Design deskew_sequencer, sky130hd; sources not shown.
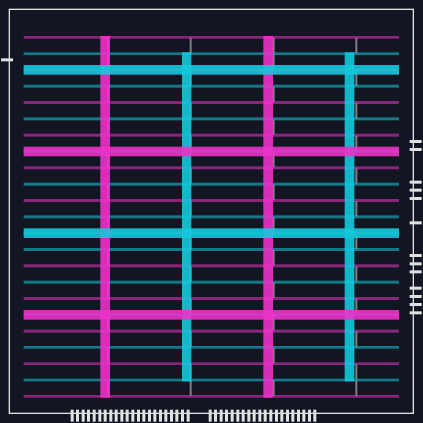
run_1/power_grid.png
Drawn at 6 px/µm. Pins as bars on the die edge. Tap cells in grey.
VSS: shown in magenta. VDD: shown in cyan.
48 tap cells. 4 straps on met5.
Die X-Extent: 67.11 µm
height of the chip: 67.11 µm
Max VDD drop: 0.3327 mV
CORE AREA: 0.003744 mm²

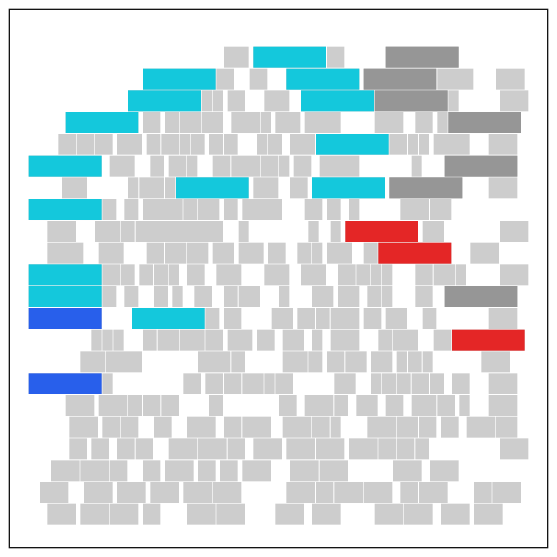
run_1/flops_by_reg.png
Drawn at 8 px/µm.
`o_state`: shown in red, sequential cells 3. `confirm_r`: shown in blue, sequential cells 2. `timer_r`: shown in cyan, sequential cells 14.
Another 7 sequential cells are not coloured.
Sequential cell area: 650.6 µm²
flop share of the area: 25.00%

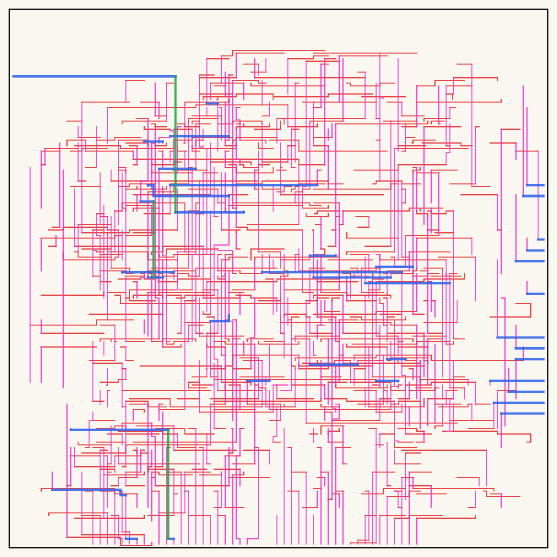
run_1/wires.png
Drawn at 8 px/µm.
metal 2: shown in magenta, wire length 2440 µm. metal 1: shown in red, wire length 2320 µm. metal 3: shown in blue, wire length 219 µm. metal 4: shown in green, wire length 40.1 µm.
WL per Instance: 15.02 µm
total vias in the final route: 2005
final wirelength: 5.017 mm
GRT Util Overall: 24.29%

==> results.py, run 1 <==
# Physical implementation metrics
metrics = {
    "run_status": {
        "status": "completed",
    },
    "setup_path": {
        "rrSetupSlack_ns": 0.32,
        "worst-path-stages": 8,
        "r2r_cells": 8,
        "start_kind": "register",
        "worst_ep_arrival_time_ns": 2.90,
        "critPathTopFamily": "AND-OR/OR-AND gates",
        "cpMaxStageDelayCell": "a21oi_1",
    },
    "power": {
        "clockPowerShare_pct": 26.7,
        "share_comb_of_total_power_pct": 33.2,
        "power.density_mw_per_mm2": 399.3,
        "p_leak_nw": 0.9713,
    },
    "run": {
        "warning_count": 26,
    },
    "clock_tree": {
        "cts.sinks": 26,
        "cts.repair.resized": 0,
        "path_clk_slew_ns": 0.09,
    },
    "synth": {
        "yosysWarnings": 0,
        "ff_type": "dfrtp_1",
        "ys_chip_area_mm2": 0.001912,
        "adder_share_pct": 2.618,
        "syn_inst": 228,
    },
    "grt": {
        "gr-total-overflow": 0,
    },
    "timing": {
        "setup_ws_ns": 0.3221,
        "hold_viol": 0,
        "holdWs_ns": 0.4026,
        "setup_viol": 0,
        "finClkSkew_ns": 0.007971,
        "period_minus_slack_ns": 2.778,
        "timing.fmax_mhz": 360.0,
    },
    "placement": {
        "place_inst": 330,
        "placed_area_mm2": 0.002531,
        "dp_hpwl_mm": 3.963,
    },
    "layout": {
        "nNonClkInverters": 12,
        "stdcell_area_mm2": 0.002603,
        "nClkBuffers": 3,
        "largest_reg_flops": 14,
        "syn2layout_area_growth_pct": 36.13,
        "layout.nonclk_buf_share_pct": 22.88,
        "buffers": 61,
        "dominant_cells": "logic gates",
    },
    "die": {
        "pin_count": 56,
        "n_tap_cell": 48,
        "rows": 22,
    },
}
==> run 1: kinds of logic after synthesis <==
kind of cell	after synthesis
flops	26
compound gates	49
buf+inv	19
xor+xnor	8
simple gates	119
fa+ha+maj	4
mux	3
==> run 1: cells in the mapped netlist (2+ instances only) <==
cell type,count
a21o_1,2
a21oi_1,16
a22oi_1,2
a31o_2,3
a31oi_1,4
and2_1,2
and3_1,4
and4_1,4
buf_2,2
clkbuf_1,4
dfrtp_1,26
ha_1,4
inv_1,12
mux2i_1,3
nand2_1,12
nand2b_1,4
nand3_1,6
nand3b_1,4
nand4_1,17
nor2_1,13
nor2b_1,2
nor3_1,12
nor3_2,2
nor3b_1,3
nor4_1,16
o21ai_0,2
o21ai_1,3
o22ai_1,5
or2_2,3
or3_1,6
or4_1,2
xnor2_1,8
==> run 1: per-layer routing <==
layer | vias to the layer above | track usage [%] | share of wire [%]
met3 | 6 | 4.054 | 4.3
met1 | 933 | 32.10 | 46
met4 | 0 | 4.337 | 0.80
met5 | - | 0 | 0
li1 | 1003 | - | -
met2 | 63 | 42.08 | 49
==> run 1: cell usage in the layout (no fill, tap or decap), types with 3 or more instances in the layout <==
cell,synthesis,routed
a21oi_1,16,16
a31o_2,3,3
a31oi_1,4,4
and3_1,4,4
and4_1,4,4
buf_4,0,6
clkbuf_8,0,3
clkdlybuf4s50_1,0,55
dfrtp_1,26,26
ha_1,4,4
inv_1,12,12
mux2i_1,3,3
nand2_1,12,12
nand2b_1,4,4
nand3_1,6,6
nand3b_1,4,4
nand4_1,17,17
nor2_1,13,13
nor3_1,12,12
nor3b_1,3,3
nor4_1,16,16
o21ai_1,3,3
o22ai_1,5,5
or2_2,3,3
or3_1,6,6
xnor2_1,8,8
run_1/cell_density.png
Drawn at 6 px/µm. The die is cut into 7 by 7 equal tiles; white is low, dark blue is high, 0 to 100% covered.
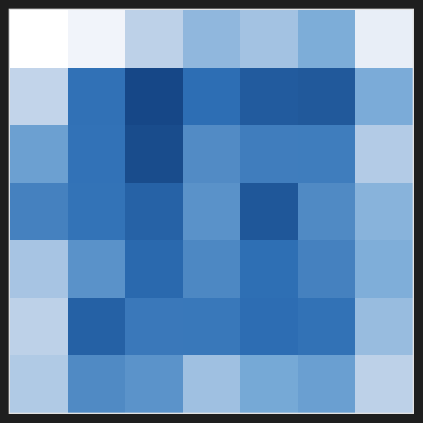

==> inputs of run 2 (changes only) <==
--- a/config.mk
+++ b/config.mk
@@ -6,11 +6,11 @@
 export NUM_CORES = 1
 export LEC_CHECK = 0
 export CORE_MARGIN = 2
-export CORE_UTILIZATION = 48
+export CORE_UTILIZATION = 43
 export CTS_CLUSTER_SIZE = 8
 export DETAILED_ROUTE_END_ITERATION = 16
 export GPL_TIMING_DRIVEN = 1
-export PLACE_DENSITY = 0.81
+export PLACE_DENSITY = 0.77
 export SYNTH_ARGS = -nofsm -noshare
 export SYNTH_HDL_FRONTEND = slang
 export SYNTH_SLANG_ARGS = --single-unit
==> constraint.sdc (replaced) <==
create_clock -name i_clock -period 2.5 [get_ports i_clock]
set_input_delay 0.25 -clock i_clock [delete_from_list [all_inputs] [get_ports i_clock]]
set_output_delay 0.25 -clock i_clock [all_outputs]
set_load 0.01 [all_outputs]
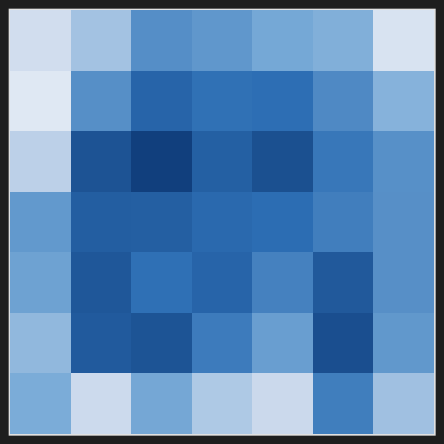
run_2/cell_density.png
Drawn at 6 px/µm. The die is cut into 7 by 7 equal tiles; white is low, dark blue is high, 0 to 100% covered.
33% of the tiles are over 75% full. The fullest tile reaches 94%. The densest ninth of the die: middle. The emptiest ninth of the die: top left. The mean over all tiles is 61%.
CORE AREA: 0.004324 mm²
fin util: 71.90%
fp_density: 44.21%

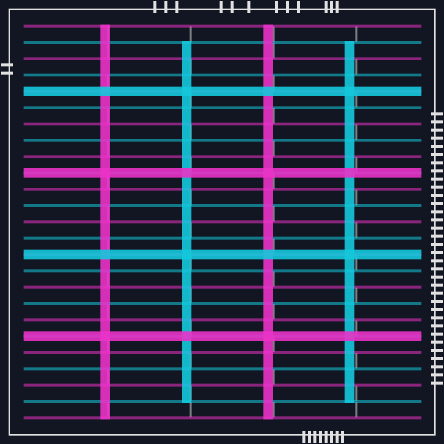
run_2/power_grid.png
Drawn at 6 px/µm. Pins as bars on the die edge. Tap cells in grey.
VDD: shown in cyan. VSS: shown in magenta.
The core has 24 rows. 52 tap cells.
Max VDD drop: 0.3189 mV
Die X-Extent: 70.68 µm

==> run 2 against run 1 <==
Against the previous run: critical path depth stayed put; synthesized cell count is the same; hold slack got worse by 0.057 ns; register-to-register slack lost 0.22 ns; largest cell class unchanged.
==> results.py, run 2 <==
# Physical implementation metrics
metrics = {
    "run_status": {
        "status": "completed",
    },
    "power": {
        "p_leak_nw": 1.228,
        "power.density_mw_per_mm2": 431.7,
    },
    "clock_tree": {
        "cts.sinks": 26,
    },
    "timing": {
        "setup_viol": 0,
        "timing.fmax_mhz": 408.0,
        "setup_ws_ns": 0.04909,
        "holdWs_ns": 0.3455,
        "period_minus_slack_ns": 2.451,
        "hold_viol": 0,
        "finClkSkew_ns": 0.003484,
    },
    "die": {
        "pin_count": 56,
        "rows": 24,
    },
    "placement": {
        "place_inst": 379,
    },
    "run": {
        "warning_count": 27,
    },
    "synth": {
        "ff_type": "dfrtp_1",
        "syn_inst": 228,
        "top_cells_by_count": "dfrtp_1, nand4_1, a21oi_1, nor4_1, nor2_1",
        "most_common_cell": "dfrtp_1",
    },
    "layout": {
        "syn2layout_area_growth_pct": 62.63,
        "final_cell_mix": "clkdlybuf4s50_1, buf_4, dfrtp_1",
        "largest_reg_flops": 14,
    },
    "setup_path": {
        "critPathTopFamily": "simple AND/OR/NAND/NOR gates",
        "worst_ep_arrival_time_ns": 2.58,
    },
    "routing": {
        "routed_wl_mm": 6.111,
    },
    "grt": {
        "grtUsageTotal_pct": 23.99,
        "gr-total-overflow": 0,
    },
}
run 2: cell types whose count changed in the layout (fill, tap and decap cells not counted), sizes merged:
| cell | change |
|---|---|
| dlymetal6s2s | +3 |
| clkdlybuf4s50 | -3 |
| clkbuf | +1 |
| bufinv | -1 |
| buf | +45 |
run 2: metrics by stage:
step                util [%]  power, mW  instance area (µm²)  setup TNS, ns
finish                 71.90      1.342                 3109              0
global route           71.90      1.421                 3109        -0.1121
CTS                    68.00      1.310                 2940              0
detailed placement     66.46      1.042                 2874         -4.727
global placement       66.46      1.027                 2874         -3.587
floorplan                  -     0.7372                 1912              0
run 2: final cells by class:
type | count | share of cell area (%)
Inverter | 12 | 1.449
Clock buffer | 4 | 1.771
Tap cell | 52 | 2.093
Sequential cell | 26 | 20.93
Timing Repair Buffer | 106 | 30.38
Multi-Input combinational cell | 183 | 43.38
run 2: timing repair:
item                                    in CTS  in global routing
resized                                      3                 32
pin swaps                                    0                  5
endpoints found under the setup margin      12                 18
endpoints found under the hold margin        0                  0
run 2: cell families after synthesis:
kind of cell | Yosys count | synth area share, %
and+or+nand+nor | 119 | 37.04
AOI/OAI and AO/OA | 49 | 16.82
DFF | 26 | 34.03
buffers and inverters | 19 | 4.254
xor gates and xnor gates | 8 | 3.665
adders and majority gates | 4 | 2.618
muxes | 3 | 1.571
run 2: per-layer routing:
layer | GRT usage, % | up-vias | share of wire [%]
met1 | 30.11 | 1081 | 41
li1 | - | 1086 | -
met5 | 0 | - | 0
met3 | 3.276 | 2 | 6.7
met4 | 4.822 | 0 | 0.38
met2 | 44.03 | 74 | 52
run 2: power breakdown:
group / internal (mW) / switching, mW
combinational: 0.304 / 0.280
sequential: 0.462 / 0.0331
clock: 0.140 / 0.123
total: 0.906 / 0.436
Power and IR drop assume default switching activity.
